$ cat src/rtl/fetch_pkg.sv
// Shared definitions for the instruction fetch path.
//   ADDR_W_DEF / DATA_W_DEF : default instruction-memory address / data widths
//   HLT_OPCODE_DEF          : inst[31:27] value that marks a hlt instruction
//   fetch_state_t           : fetch control states
//   fetch_entry_t           : one fetched instruction with its address (also used by IF/OF)
package fetch_pkg;

  localparam int         ADDR_W_DEF     = 7;
  localparam int         DATA_W_DEF     = 32;
  localparam logic [4:0] HLT_OPCODE_DEF = 5'b11111;

  typedef enum logic [1:0] {
    RUN       = 2'd0,
    HALT_PEND = 2'd1,
    HALTED    = 2'd2
  } fetch_state_t;

  typedef struct packed {
    logic [DATA_W_DEF-1:0] inst;
    logic [ADDR_W_DEF-1:0] pc;
  } fetch_entry_t;

endpackage

$ cat src/rtl/fetch_sequencer_if.sv
// Bus bundle between the fetch sequencer, instruction memory and the IF/OF register.
//   im_addra/im_en/im_douta      : instruction-memory read port (1-cycle latency)
//   ready_i/redirect_i/_pc_i     : pipeline back-pressure and branch redirect
//   valid_o/inst_o/pc_o/halted_o : fetched instruction handshake and halt status
// master = fetch sequencer side, slave = memory/pipeline side.
interface fetch_sequencer_if #(
  parameter int ADDR_W = fetch_pkg::ADDR_W_DEF,
  parameter int DATA_W = fetch_pkg::DATA_W_DEF
) ();
  logic [ADDR_W-1:0] im_addra;
  logic              im_en;
  logic [DATA_W-1:0] im_douta;
  logic              ready_i;
  logic              redirect_i;
  logic [ADDR_W-1:0] redirect_pc_i;
  logic              valid_o;
  logic [DATA_W-1:0] inst_o;
  logic [ADDR_W-1:0] pc_o;
  logic              halted_o;

  modport master (
    output im_addra, im_en, valid_o, inst_o, pc_o, halted_o,
    input  im_douta, ready_i, redirect_i, redirect_pc_i
  );

  modport slave (
    input  im_addra, im_en, valid_o, inst_o, pc_o, halted_o,
    output im_douta, ready_i, redirect_i, redirect_pc_i
  );
endinterface

$ cat src/rtl/fetch_skid_buffer.sv
// Single-entry holding buffer for a returned instruction that could not go
// straight to the output register.
//   clk, srst : clock, synchronous active-high reset
//   flush     : drop the entry (highest priority after reset)
//   push      : write din and mark valid (may coincide with the entry being
//               read out, in which case the new data simply replaces it)
//   pop       : entry consumed, clear valid
//   valid/dout: current entry
module fetch_skid_buffer #(
  parameter type entry_t = fetch_pkg::fetch_entry_t
) (
  input  logic   clk,
  input  logic   srst,
  input  logic   flush,
  input  logic   push,
  input  logic   pop,
  input  entry_t din,
  output logic   valid,
  output entry_t dout
);

  logic   valid_reg;
  entry_t entry_reg;

  always_ff @(posedge clk) begin
    if (srst) begin
      valid_reg <= 1'b0;
      entry_reg <= '0;
    end else if (flush) begin
      valid_reg <= 1'b0;
    end else if (push) begin
      valid_reg <= 1'b1;
      entry_reg <= din;
    end else if (pop) begin
      valid_reg <= 1'b0;
    end
  end

  assign valid = valid_reg;
  assign dout  = entry_reg;

endmodule

$ cat src/rtl/fetch_sequencer.sv
// Instruction fetch sequencer for the pipelined SimpleRISC core.
// Owns the fetch PC, issues one BRAM read per cycle when there is room,
// absorbs the 1-cycle read latency with a one-entry skid buffer, presents
// instructions with a valid/ready handshake, handles branch redirect and
// stops fetching once a hlt has been accepted downstream.
//   clka : clock (also the instruction-memory clock)
//   rsta : synchronous active-high reset
//   bus  : fetch_sequencer_if.master (memory port, handshake, redirect, halt)
module fetch_sequencer
  import fetch_pkg::*;
#(
  parameter int               ADDR_W     = ADDR_W_DEF,
  parameter int               DATA_W     = DATA_W_DEF,
  parameter logic [ADDR_W-1:0] RESET_PC  = '0,
  parameter logic [4:0]       HLT_OPCODE = HLT_OPCODE_DEF
) (
  input logic                clka,
  input logic                rsta,
  fetch_sequencer_if.master  bus
);

  typedef struct packed {
    logic [DATA_W-1:0] inst;
    logic [ADDR_W-1:0] pc;
  } entry_t;

  fetch_state_t      state_reg, state_next;
  logic [ADDR_W-1:0] pc_reg;
  logic              inflight_v_reg;
  logic [ADDR_W-1:0] inflight_pc_reg;
  logic              out_v_reg;
  entry_t            out_reg;

  logic   skid_v, skid_push, skid_pop, skid_flush;
  entry_t skid_entry, ret_entry, load_entry;
  logic   redirect_take, issue_ok, slot_free, load_out, hlt_load, consume;

  // Redirect is honoured everywhere except once halted.
  assign redirect_take = bus.redirect_i && (state_reg != HALTED);
  // Never issue if the returning data could find both skid and output busy.
  assign issue_ok  = (state_reg == RUN) && !skid_v &&
                     !(out_v_reg && !bus.ready_i && inflight_v_reg);
  assign slot_free = !out_v_reg || bus.ready_i;
  assign consume   = out_v_reg && bus.ready_i;
  assign ret_entry = '{inst: bus.im_douta, pc: inflight_pc_reg};

  // Routing of returned data: skid is older than the BRAM output, so it goes
  // first and the BRAM word takes its place in the skid.
  always_comb begin
    load_out   = 1'b0;
    load_entry = ret_entry;
    skid_push  = 1'b0;
    skid_pop   = 1'b0;
    if (!redirect_take) begin
      if (inflight_v_reg) begin
        if (slot_free) begin
          load_out = 1'b1;
          if (skid_v) begin
            load_entry = skid_entry;
            skid_push  = 1'b1;
          end
        end else begin
          skid_push = 1'b1;
        end
      end else if (slot_free && skid_v) begin
        load_out   = 1'b1;
        load_entry = skid_entry;
        skid_pop   = 1'b1;
      end
    end
  end

  assign hlt_load   = load_out && (state_reg == RUN) &&
                      (load_entry.inst[DATA_W-1 -: 5] == HLT_OPCODE);
  // Anything behind a hlt or a taken branch is on the wrong path.
  assign skid_flush = redirect_take || hlt_load;

  fetch_skid_buffer #(
    .entry_t (entry_t)
  ) u_skid (
    .clk   (clka),
    .srst  (rsta),
    .flush (skid_flush),
    .push  (skid_push),
    .pop   (skid_pop),
    .din   (ret_entry),
    .valid (skid_v),
    .dout  (skid_entry)
  );

  // FSM: state register
  always_ff @(posedge clka) begin
    if (rsta) state_reg <= RUN;
    else      state_reg <= state_next;
  end

  // FSM: next state
  always_comb begin
    state_next = state_reg;
    case (state_reg)
      RUN:       if (hlt_load) state_next = HALT_PEND;
      HALT_PEND: begin
        if (redirect_take) state_next = RUN;
        else if (consume)  state_next = HALTED;
      end
      HALTED:    state_next = HALTED;
      default:   state_next = RUN;
    endcase
  end

  // FSM: outputs
  always_comb begin
    bus.im_en    = !rsta && (redirect_take || issue_ok);
    bus.im_addra = redirect_take ? bus.redirect_pc_i : pc_reg;
    bus.halted_o = (state_reg == HALTED);
  end

  // PC, in-flight tracking and output register
  always_ff @(posedge clka) begin
    if (rsta) begin
      pc_reg          <= RESET_PC;
      inflight_v_reg  <= 1'b0;
      inflight_pc_reg <= '0;
      out_v_reg       <= 1'b0;
      out_reg         <= '0;
    end else if (redirect_take) begin
      // A simultaneous handshake is squashed too; downstream flushes it.
      out_v_reg       <= 1'b0;
      inflight_v_reg  <= 1'b1;
      inflight_pc_reg <= bus.redirect_pc_i;
      pc_reg          <= bus.redirect_pc_i + ADDR_W'(1);
    end else begin
      if (load_out) begin
        out_v_reg <= 1'b1;
        out_reg   <= load_entry;
      end else if (consume) begin
        out_v_reg <= 1'b0;
      end
      inflight_v_reg <= issue_ok && !hlt_load;
      if (issue_ok) begin
        inflight_pc_reg <= pc_reg;
        pc_reg          <= pc_reg + ADDR_W'(1);
      end
    end
  end

  assign bus.valid_o = out_v_reg;
  assign bus.inst_o  = out_reg.inst;
  assign bus.pc_o    = out_reg.pc;

endmodule

$ cat src/flat_wrapper.sv
// flat-port wrapper written by rule: the top's interface ports become plain ports
module fetch_sequencer_flat import fetch_pkg::*;
#(
  parameter int               ADDR_W     = ADDR_W_DEF,
  parameter int               DATA_W     = DATA_W_DEF,
  parameter logic [ADDR_W-1:0] RESET_PC  = '0,
  parameter logic [4:0]       HLT_OPCODE = HLT_OPCODE_DEF
)
  (clka, rsta, bus_im_addra, bus_im_en, bus_valid_o, bus_inst_o, bus_pc_o, bus_halted_o, bus_im_douta, bus_ready_i, bus_redirect_i, bus_redirect_pc_i);
  fetch_sequencer_if #(.ADDR_W(ADDR_W), .DATA_W(DATA_W)) bus_i ();
  input logic clka;
  input logic rsta;
  output wire logic [$bits(bus_i.im_addra)-1:0] bus_im_addra;
  output wire logic [$bits(bus_i.im_en)-1:0] bus_im_en;
  output wire logic [$bits(bus_i.valid_o)-1:0] bus_valid_o;
  output wire logic [$bits(bus_i.inst_o)-1:0] bus_inst_o;
  output wire logic [$bits(bus_i.pc_o)-1:0] bus_pc_o;
  output wire logic [$bits(bus_i.halted_o)-1:0] bus_halted_o;
  input wire logic [$bits(bus_i.im_douta)-1:0] bus_im_douta;
  input wire logic [$bits(bus_i.ready_i)-1:0] bus_ready_i;
  input wire logic [$bits(bus_i.redirect_i)-1:0] bus_redirect_i;
  input wire logic [$bits(bus_i.redirect_pc_i)-1:0] bus_redirect_pc_i;
  assign bus_im_addra = bus_i.im_addra;
  assign bus_im_en = bus_i.im_en;
  assign bus_valid_o = bus_i.valid_o;
  assign bus_inst_o = bus_i.inst_o;
  assign bus_pc_o = bus_i.pc_o;
  assign bus_halted_o = bus_i.halted_o;
  assign bus_i.im_douta = bus_im_douta;
  assign bus_i.ready_i = bus_ready_i;
  assign bus_i.redirect_i = bus_redirect_i;
  assign bus_i.redirect_pc_i = bus_redirect_pc_i;
  fetch_sequencer #(.ADDR_W(ADDR_W), .DATA_W(DATA_W), .RESET_PC(RESET_PC), .HLT_OPCODE(HLT_OPCODE)) u_core (.clka(clka), .rsta(rsta), .bus(bus_i));
endmodule
$ cat config.mk
export PLATFORM = sky130hd
export DESIGN_NAME = fetch_sequencer_flat
export DESIGN_NICKNAME = d
export VERILOG_FILES = /design/src/rtl/fetch_pkg.sv /design/src/rtl/fetch_sequencer_if.sv /design/src/rtl/fetch_skid_buffer.sv /design/src/rtl/fetch_sequencer.sv /design/src/flat_wrapper.sv
export SDC_FILE = /design/constraint.sdc
export NUM_CORES = 1
export LEC_CHECK = 0
export ABC_AREA = 1
export CAP_MARGIN = 20
export CELL_PAD_IN_SITES_DETAIL_PLACEMENT = 1
export CELL_PAD_IN_SITES_GLOBAL_PLACEMENT = 1
export CORE_MARGIN = 2
export CORE_UTILIZATION = 28
export CTS_BUF_LIST = sky130_fd_sc_hd__clkbuf_2
export DETAILED_ROUTE_END_ITERATION = 10
export GPL_TIMING_DRIVEN = 0
export PLACE_DENSITY_LB_ADDON = 0.15
export SYNTH_ARGS = -nofsm -noshare
export SYNTH_HDL_FRONTEND = slang
export SYNTH_SLANG_ARGS = --single-unit
$ cat constraint.sdc
create_clock -name clka -period 1.93 [get_ports clka]
set_input_delay 0.386 -clock clka [delete_from_list [all_inputs] [get_ports clka]]
set_output_delay 0.386 -clock clka [all_outputs]
set_load 0.005 [all_outputs]
==> impl_metrics.csv <==
group,metric,value,unit
outcome,status,"complete, but fails checks",
outcome,violations,"setup timing",
worst_setup_path,crit_path_start_kind,"flop",
power,pwr-share-seq,54.2,%
power,power.leakage,3.424,nW
timing,finalSetupViolCount,50,
detailed_routing,wl,16.72,mm
power,comb_cell_power,0.818,mW
power,power_sequential,2.16,mW
grt,antenna_found_initial,1,
worst_hold_path,hold_depth,3,
worst_setup_path,arrival,1.82,ns
synth,yosys.cell_count.top_type,"nand2_1",
power,power_density,580.7,nW/um2
power,intPower,2.825,mW
worst_setup_path,crit_fanout,5,
synth,synthArstFlopShare,0,%
final_layout,largest_reg_flops,39,
detailed_routing,drc_errors,0,
timing,relSlewSlack,57.66,%
clocking,clk_pin_slew,0.26,ns
synth,ys_types,29,
worst_hold_path,hp-class,"in -> reg",
clocking,cts_resized,173,
synth,ys.flop_type,"dfxtp_1",
synth,yosys_cells,631,
detailed_routing,wl_per_cell,16.59,um
clocking,cts_buffers,9,
detailed_routing,routed-wl-met2,8.627,mm
synth,synth_cells,631,
worst_setup_path,cp_slowest_stage_delay,0.39,ns
clocking,cts_sinks,97,
floorplanning,chipArea,16640,um2
timing,layout_setup_ws,-0.2749,ns
synth,syn_area,4374,um2
detailed_routing,maxUsedRoutingLayer,"met4",
floorplanning,fp_util,28.67,%
final_layout,fillCellCount,1890,
worst_hold_path,holdPathEnd,"u_core.bus.inst_o[10]",
worst_setup_path,startpoint,"u_core.state_reg[0]",
final_layout,areaGrowthSynthToFinish,57.24,%
clocking,clockBufferDepth,2,
clocking,htree_levels,3,
final_layout,fin_area,6878,um2
floorplanning,io_pins,92,
[worst min-delay path: stages]
cell and delay (ns):
clkdlybuf4s50_1 0.43, nand2_1 0.08, a31oi_1 0.07
[final cells by class]
type	count	share of cell area [%]
clock buffers	11	0.8004
clock inverters	5	0.6731
diodes	1	0.03638
inverters	68	3.911
repair buffers	149	22.94
well taps	211	3.838
flip-flops and latches	97	29.07
multi-input cells	423	34.04
plain buffers	43	4.693
[logic make-up (layout without fill, tap and decap cells)]
kind of cell               Yosys count  in the layout  synth area share, %
and+or+nand+nor                    278            279                26.34
AOI/OAI and AO/OA                  142            142                17.96
buffers and inverters              112            276                10.81
DFF                                 97             97                44.39
adders and majority gates            1              1               0.2860
xor gates and xnor gates             1              1               0.2003
other                                0              1                    0
Fig. 1: clock wires, drivers and flops
(4 px per um)
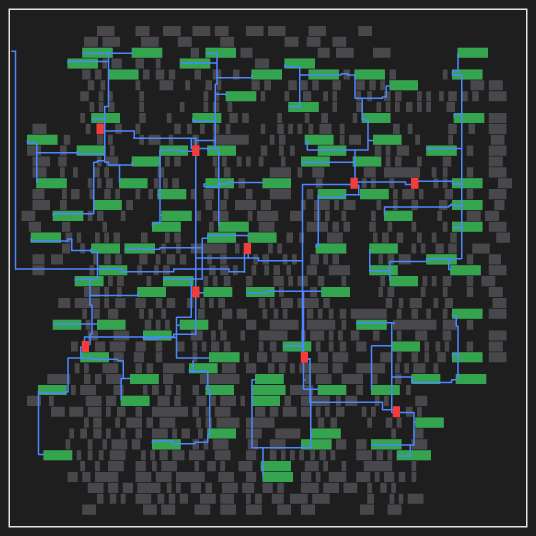
[red] cells driving clock nets | count: 9
[blue] clock wires | length: 1,410 um
[green] flip-flops | count: 97
flops lie: spread over the die
clk_lat worst skew: 0.62 ns
Worst Clk Skew: 0.01864 ns
Clock Power Share: 25.3%
Clk power: 1.01 mW

Fig. 2: ports around the boundary
(2 px per um) Pins as bars across the die edge, other pins in grey.
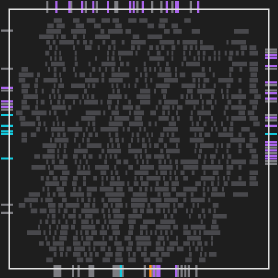
| colour | port | pins | direction | edge |
|---|---|---|---|---|
| cyan | `bus_pc_o` | 7 | output | 5 west, 1 south, 1 east |
| orange | `bus_ready_i` | 1 | input | south |
| purple | `bus_inst_o` | 32 | output | 13 east, 12 north, 4 south, 3 west |
all pins by edge: 28 south, 26 east, 23 north, 15 west
Port Buf Inserts: 91
die width: 129.0 um
die height: 129.0 um

Power figures rest on the tool's default switching activity, not on a simulated workload.
